**src/rtl/rom_loader.sv**
```systemverilog
// Write side of the instruction ROM: loads a big-endian word count plus that many
// big-endian instruction words from a byte stream while holding the CPU in reset.
module rom_loader #(
    parameter int ROM_WORDS  = 32768,
    parameter int ADDR_WIDTH = 16
) (
    input  logic                  clk,
    input  logic                  reset,
    input  logic                  start,
    input  logic                  in_valid,
    input  logic [7:0]            in_byte,
    output logic                  in_ready,
    output logic                  rom_write_enable,
    output logic [ADDR_WIDTH-1:0] rom_address,
    output logic [15:0]           rom_data,
    output logic                  cpu_hold,
    output logic                  done,
    output logic                  error,
    output logic [ADDR_WIDTH-1:0] words_written,
    output logic [2:0]            dbg_state
);

    // Handshake: a byte moves on any posedge where in_valid && in_ready; the source
    // must hold in_byte stable while in_valid is high and in_ready is low.
    typedef enum logic [2:0] {
        S_IDLE, S_LEN_HI, S_LEN_LO, S_DATA_HI, S_DATA_LO, S_WRITE, S_DONE, S_ERROR
    } state_e;

    localparam logic [16:0] ROM_LIMIT = 17'(ROM_WORDS);

    state_e                state_q, state_d;
    logic [15:0]           length_q, length_d;
    logic [ADDR_WIDTH-1:0] addr_q, addr_d;
    logic [15:0]           data_q, data_d;
    logic [ADDR_WIDTH-1:0] ww_q, ww_d;

    logic                  xfer;
    logic [15:0]           len_full;
    logic [ADDR_WIDTH-1:0] ww_inc;

    assign in_ready = (state_q == S_LEN_HI) || (state_q == S_LEN_LO) ||
                      (state_q == S_DATA_HI) || (state_q == S_DATA_LO);
    assign xfer     = in_valid && in_ready;
    assign len_full = {length_q[15:8], in_byte};
    assign ww_inc   = ww_q + ADDR_WIDTH'(1);

    always_comb begin
        state_d  = state_q;
        length_d = length_q;
        addr_d   = addr_q;
        data_d   = data_q;
        ww_d     = ww_q;
        case (state_q)
            S_IDLE, S_DONE, S_ERROR: begin
                if (start) begin
                    state_d = S_LEN_HI;
                    addr_d  = '0;
                    ww_d    = '0;
                end
            end
            S_LEN_HI: begin
                if (xfer) begin
                    length_d[15:8] = in_byte;
                    state_d        = S_LEN_LO;
                end
            end
            S_LEN_LO: begin
                // Judge the header on the completed length, including this byte.
                if (xfer) begin
                    length_d = len_full;
                    if (len_full == 16'd0)
                        state_d = S_DONE;
                    else if ({1'b0, len_full} > ROM_LIMIT)
                        state_d = S_ERROR;
                    else
                        state_d = S_DATA_HI;
                end
            end
            S_DATA_HI: begin
                if (xfer) begin
                    data_d[15:8] = in_byte;
                    state_d      = S_DATA_LO;
                end
            end
            S_DATA_LO: begin
                if (xfer) begin
                    data_d[7:0] = in_byte;
                    state_d     = S_WRITE;
                end
            end
            S_WRITE: begin
                addr_d  = addr_q + ADDR_WIDTH'(1);
                ww_d    = ww_inc;
                state_d = (32'(ww_inc) == 32'(length_q)) ? S_DONE : S_DATA_HI;
            end
            default: state_d = S_IDLE;
        endcase
    end

    always_ff @(posedge clk) begin
        if (reset) begin
            state_q  <= S_IDLE;
            length_q <= '0;
            addr_q   <= '0;
            data_q   <= '0;
            ww_q     <= '0;
        end else begin
            state_q  <= state_d;
            length_q <= length_d;
            addr_q   <= addr_d;
            data_q   <= data_d;
            ww_q     <= ww_d;
        end
    end

    // cpu_hold falls in the same cycle done/error rises, so the PC leaves reset at 0.
    assign rom_write_enable = (state_q == S_WRITE);
    assign cpu_hold         = !((state_q == S_IDLE) || (state_q == S_DONE) || (state_q == S_ERROR));
    assign done             = (state_q == S_DONE);
    assign error            = (state_q == S_ERROR);
    assign rom_address      = addr_q;
    assign rom_data         = data_q;
    assign words_written    = ww_q;
    assign dbg_state        = state_q;

endmodule

```
**config.mk**
```make
export PLATFORM = sky130hd
export DESIGN_NAME = rom_loader
export DESIGN_NICKNAME = d
export VERILOG_FILES = /design/src/rtl/rom_loader.sv
export SDC_FILE = /design/constraint.sdc
export NUM_CORES = 1
export LEC_CHECK = 0
export CAP_MARGIN = 20
export CORE_MARGIN = 8
export CORE_UTILIZATION = 45
export CTS_BUF_LIST = sky130_fd_sc_hd__clkbuf_4 sky130_fd_sc_hd__clkbuf_8 sky130_fd_sc_hd__clkbuf_16
export CTS_CLUSTER_DIAMETER = 150
export DETAILED_ROUTE_END_ITERATION = 16
export MAX_ROUTING_LAYER = met4
export PLACE_DENSITY = 0.71
export REMOVE_ABC_BUFFERS = 1
export SLEW_MARGIN = 20
export SYNTH_ARGS = -nofsm -noshare
export SYNTH_HDL_FRONTEND = slang
export SYNTH_SLANG_ARGS = --single-unit
```
**constraint.sdc**
```tcl
create_clock -name clk -period 6.56 [get_ports clk]
set_input_delay 1.312 -clock clk [delete_from_list [all_inputs] [get_ports clk]]
set_output_delay 1.312 -clock clk [all_outputs]
set_load 0.03 [all_outputs]
```
==> Changelog: implementation, run 1 <==
### Metrics

- Gr usage total: 17.9%
- Run status: finished clean
- Synth warnings: 0
- CP arrival: 2.13 ns
- Combinational gate power: 0.245 mW
- Sink Count: 67
- Vias: 3,443
- Max power group: registers
- Post-CTS Setup Inserts: 0
- Area leader, netlist: dfxtp_1
- CTS Hold Buffers Added: 0
- Hold Slack: 0.457 ns
- Overall Power: 1.09 mW
- DR pass1 iterations: 5
- Xor and xnor area share after synthesis: 6.84%
- Synth top cells by count: dfxtp_1, nand2_1, a21oi_1
- # resized after CTS: 0
- Final-report hold violation count: 0
- CP delay by family, top: buffers and inverters
- Slowest cell delay on critical path: 0.72 ns
- Met3 wire length: 642 um
- Largest net degree at the start of global routing: 56
[run 1: worst min path at each step]
stage | start | to | depth (start not counted)
2_1_floorplan | length_q[1]$_SDFFE_PP0P_ | length_q[1]$_SDFFE_PP0P_ | 2
3_5_place_dp | rom_data[0]$_SDFFE_PP0P_ | rom_data[0]$_SDFFE_PP0P_ | 2
5_1_grt | rom_data[0]$_SDFFE_PP0P_ | rom_data[0]$_SDFFE_PP0P_ | 2
3_3_place_gp | rom_data[4]$_SDFFE_PP0P_ | rom_data[4]$_SDFFE_PP0P_ | 2
4_1_cts | rom_data[0]$_SDFFE_PP0P_ | rom_data[0]$_SDFFE_PP0P_ | 2
6_report | rom_data[8]$_SDFFE_PP0P_ | rom_data[8]$_SDFFE_PP0P_ | 2
Fig. 1: run 1, wiring heat map
The bar under the picture is 20 um long. The die is cut into 21 by 21 equal tiles; dark blue is low, red is high, scaled to the fullest tile. Values are wire area over tile area, all layers added.
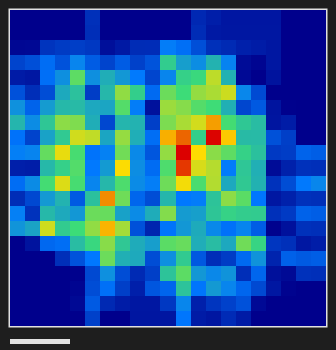
nearly empty tiles: 21%
mean over tiles: 0.14
tiles over half the peak: 15%
emptiest ninth of the die: upper right
densest ninth of the die: centre
fullest tile: 0.58

Fig. 2: run 1, met1 routing
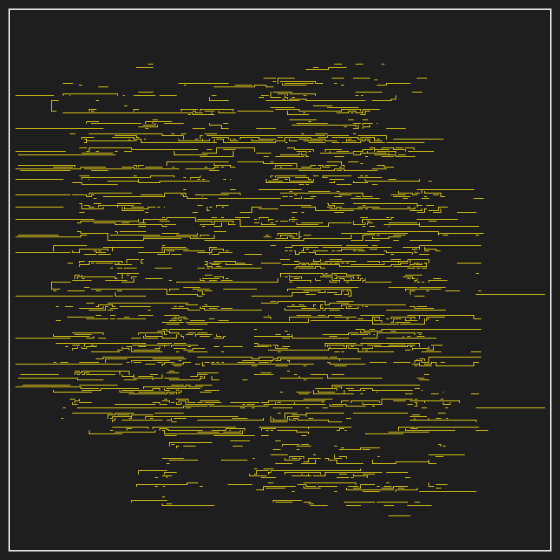
wire length on this layer: 4,420 um
longest straight run: 25.3 um
main direction: horizontal

Fig. 3: run 1, clock routing
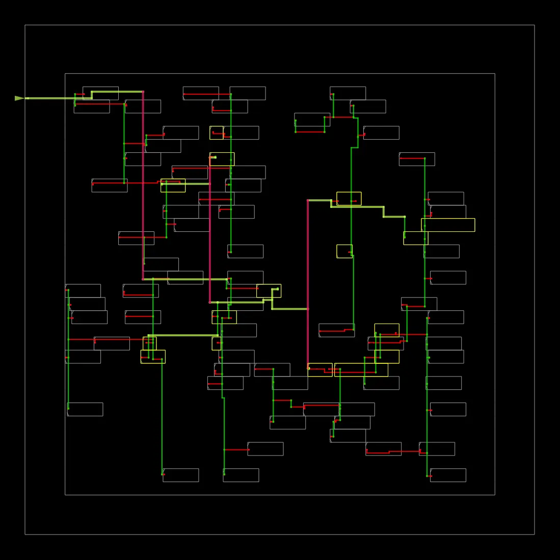
clock buffers: 12
clk_lat worst skew: 0.35 ns

Fig. 4: run 1, metal 3
The bar under the picture is 20 um long.
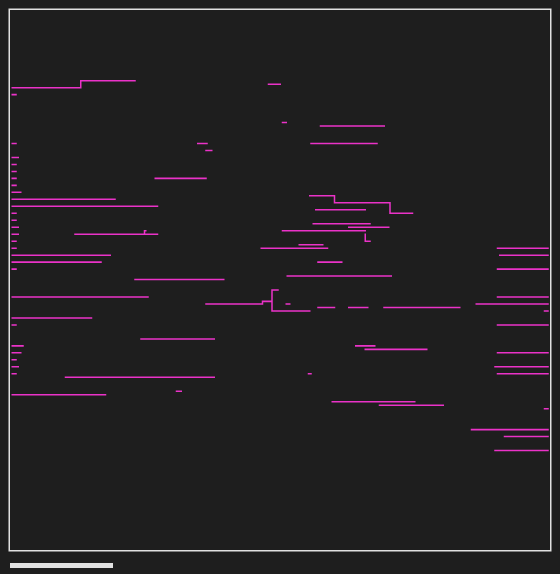

==> run 2: changes to the inputs <==
--- a/config.mk
+++ b/config.mk
@@ -12,7 +12,7 @@
 export CTS_CLUSTER_DIAMETER = 150
 export DETAILED_ROUTE_END_ITERATION = 16
 export MAX_ROUTING_LAYER = met4
-export PLACE_DENSITY = 0.71
+export PLACE_DENSITY = 0.73
 export REMOVE_ABC_BUFFERS = 1
 export SLEW_MARGIN = 20
 export SYNTH_ARGS = -nofsm -noshare
==> constraint.sdc (replaced) <==
create_clock -name clk -period 2.86 [get_ports clk]
set_input_delay 0.572 -clock clk [delete_from_list [all_inputs] [get_ports clk]]
set_output_delay 0.572 -clock clk [all_outputs]
set_load 0.03 [all_outputs]
Fig. 5: run 2, metal 3
The bar under the picture is 20 um long.
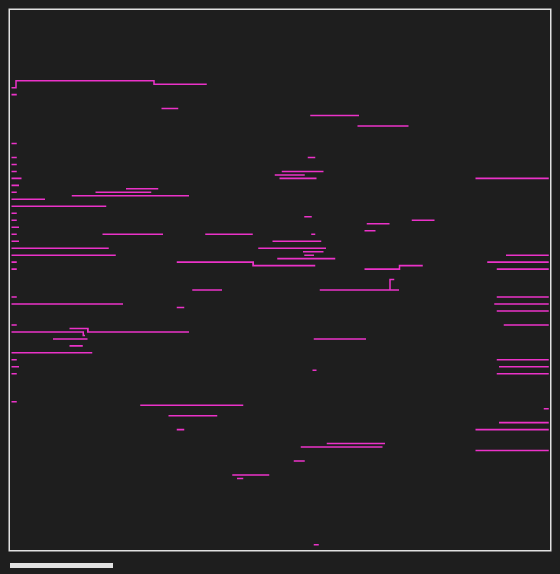
longest straight run: 26.9 um
share of all routed wire: 6.6%
wire length on this layer: 647 um

==> run 2 against run 1 <==
Against the previous run: sequential power up 130%; clock skew down 0.0027 ns; final cell count up 1.6%; setup slack worse by 2.9 ns; worst hold slack about the same; via count up 1.4%; sequential share of layout area down 0.47 points.
==> Changelog: implementation, run 2 <==
### Metrics

- # resized after CTS: 0
- P_sw: 0.797 mW
- CP arrival: 2.89 ns
- Synth top cells by count: dfxtp_1, nand2_1, a21oi_1
- Sink Count: 67
- Final non-filler cell total: 622
- Clk_lat worst skew: 0.35 ns
- Final-report hold violation count: 0
- Tmin final: 2.65 ns
- Seq/total area: 29.4%
- Clock network fraction of total power: 35.3%
- Gr usage total: 18.3%
- Slowest cell delay on critical path: 0.54 ns
- Xor and xnor area share after synthesis: 6.84%
- Vias: 3,490
- Design area: 4570 um2
- Hold Slack: 0.456 ns
- DP HPWL: 7.05 mm
- Critical Path RT: 3.10 ns
- CP delay by family, top: simple AND/OR/NAND/NOR gates
- Largest net degree at the start of global routing: 35
- Post-CTS Setup Inserts: 0
- Area leader, netlist: dfxtp_1
- P_clk: 0.880 mW
- Run status: finished clean
- Initial antenna violation count: 0
- Worst hold-check path type: reg -> reg
- P per Cell Area: 545 nW/um2
- Synth warnings: 0
- Clock slew seen by the registers of the worst setup and hold paths: 0.08 ns
- Chip Area: 11,100 um2
- CTS H-tree depth: 3
- CTS Hold Buffers Added: 0
- VDD IR max: 0.481 mV
- Final Net Count: 531
- Synthesized cell area: 3580 um2
- Combinational gate power: 0.567 mW
- Clock buffers: 9
- DR pass1 iterations: 5
- Syn_area_per_cell: 7.93 um2
- Most numerous logic cell after layout: dfxtp_1
- Max power group: registers
- Overall Power: 2.49 mW
-- run 2: routing by layer --
metal,vias up,GRT usage (%),part of all wire (%)
met4,0,8.15,1.7
met5,-,-,0
met1,1610,24.0,47
li1,1742,-,-
met3,14,4.02,6.6
met2,124,26.4,44
-- run 2: final timing paths --
path,slack (ns),cells past startpoint,to,from
setup / recovery,0.21,7,dbg_state[0]$_SDFFE_PP0P_,words_written[0]$_SDFFE_PP0P_
hold / removal,0.46,2,rom_data[9]$_SDFFE_PP0P_,rom_data[9]$_SDFFE_PP0P_
setup reg to reg,0.21,7,dbg_state[0]$_SDFFE_PP0P_,words_written[0]$_SDFFE_PP0P_
hold reg to reg,0.46,2,rom_data[9]$_SDFFE_PP0P_,rom_data[9]$_SDFFE_PP0P_
Power and IR drop assume default switching activity.
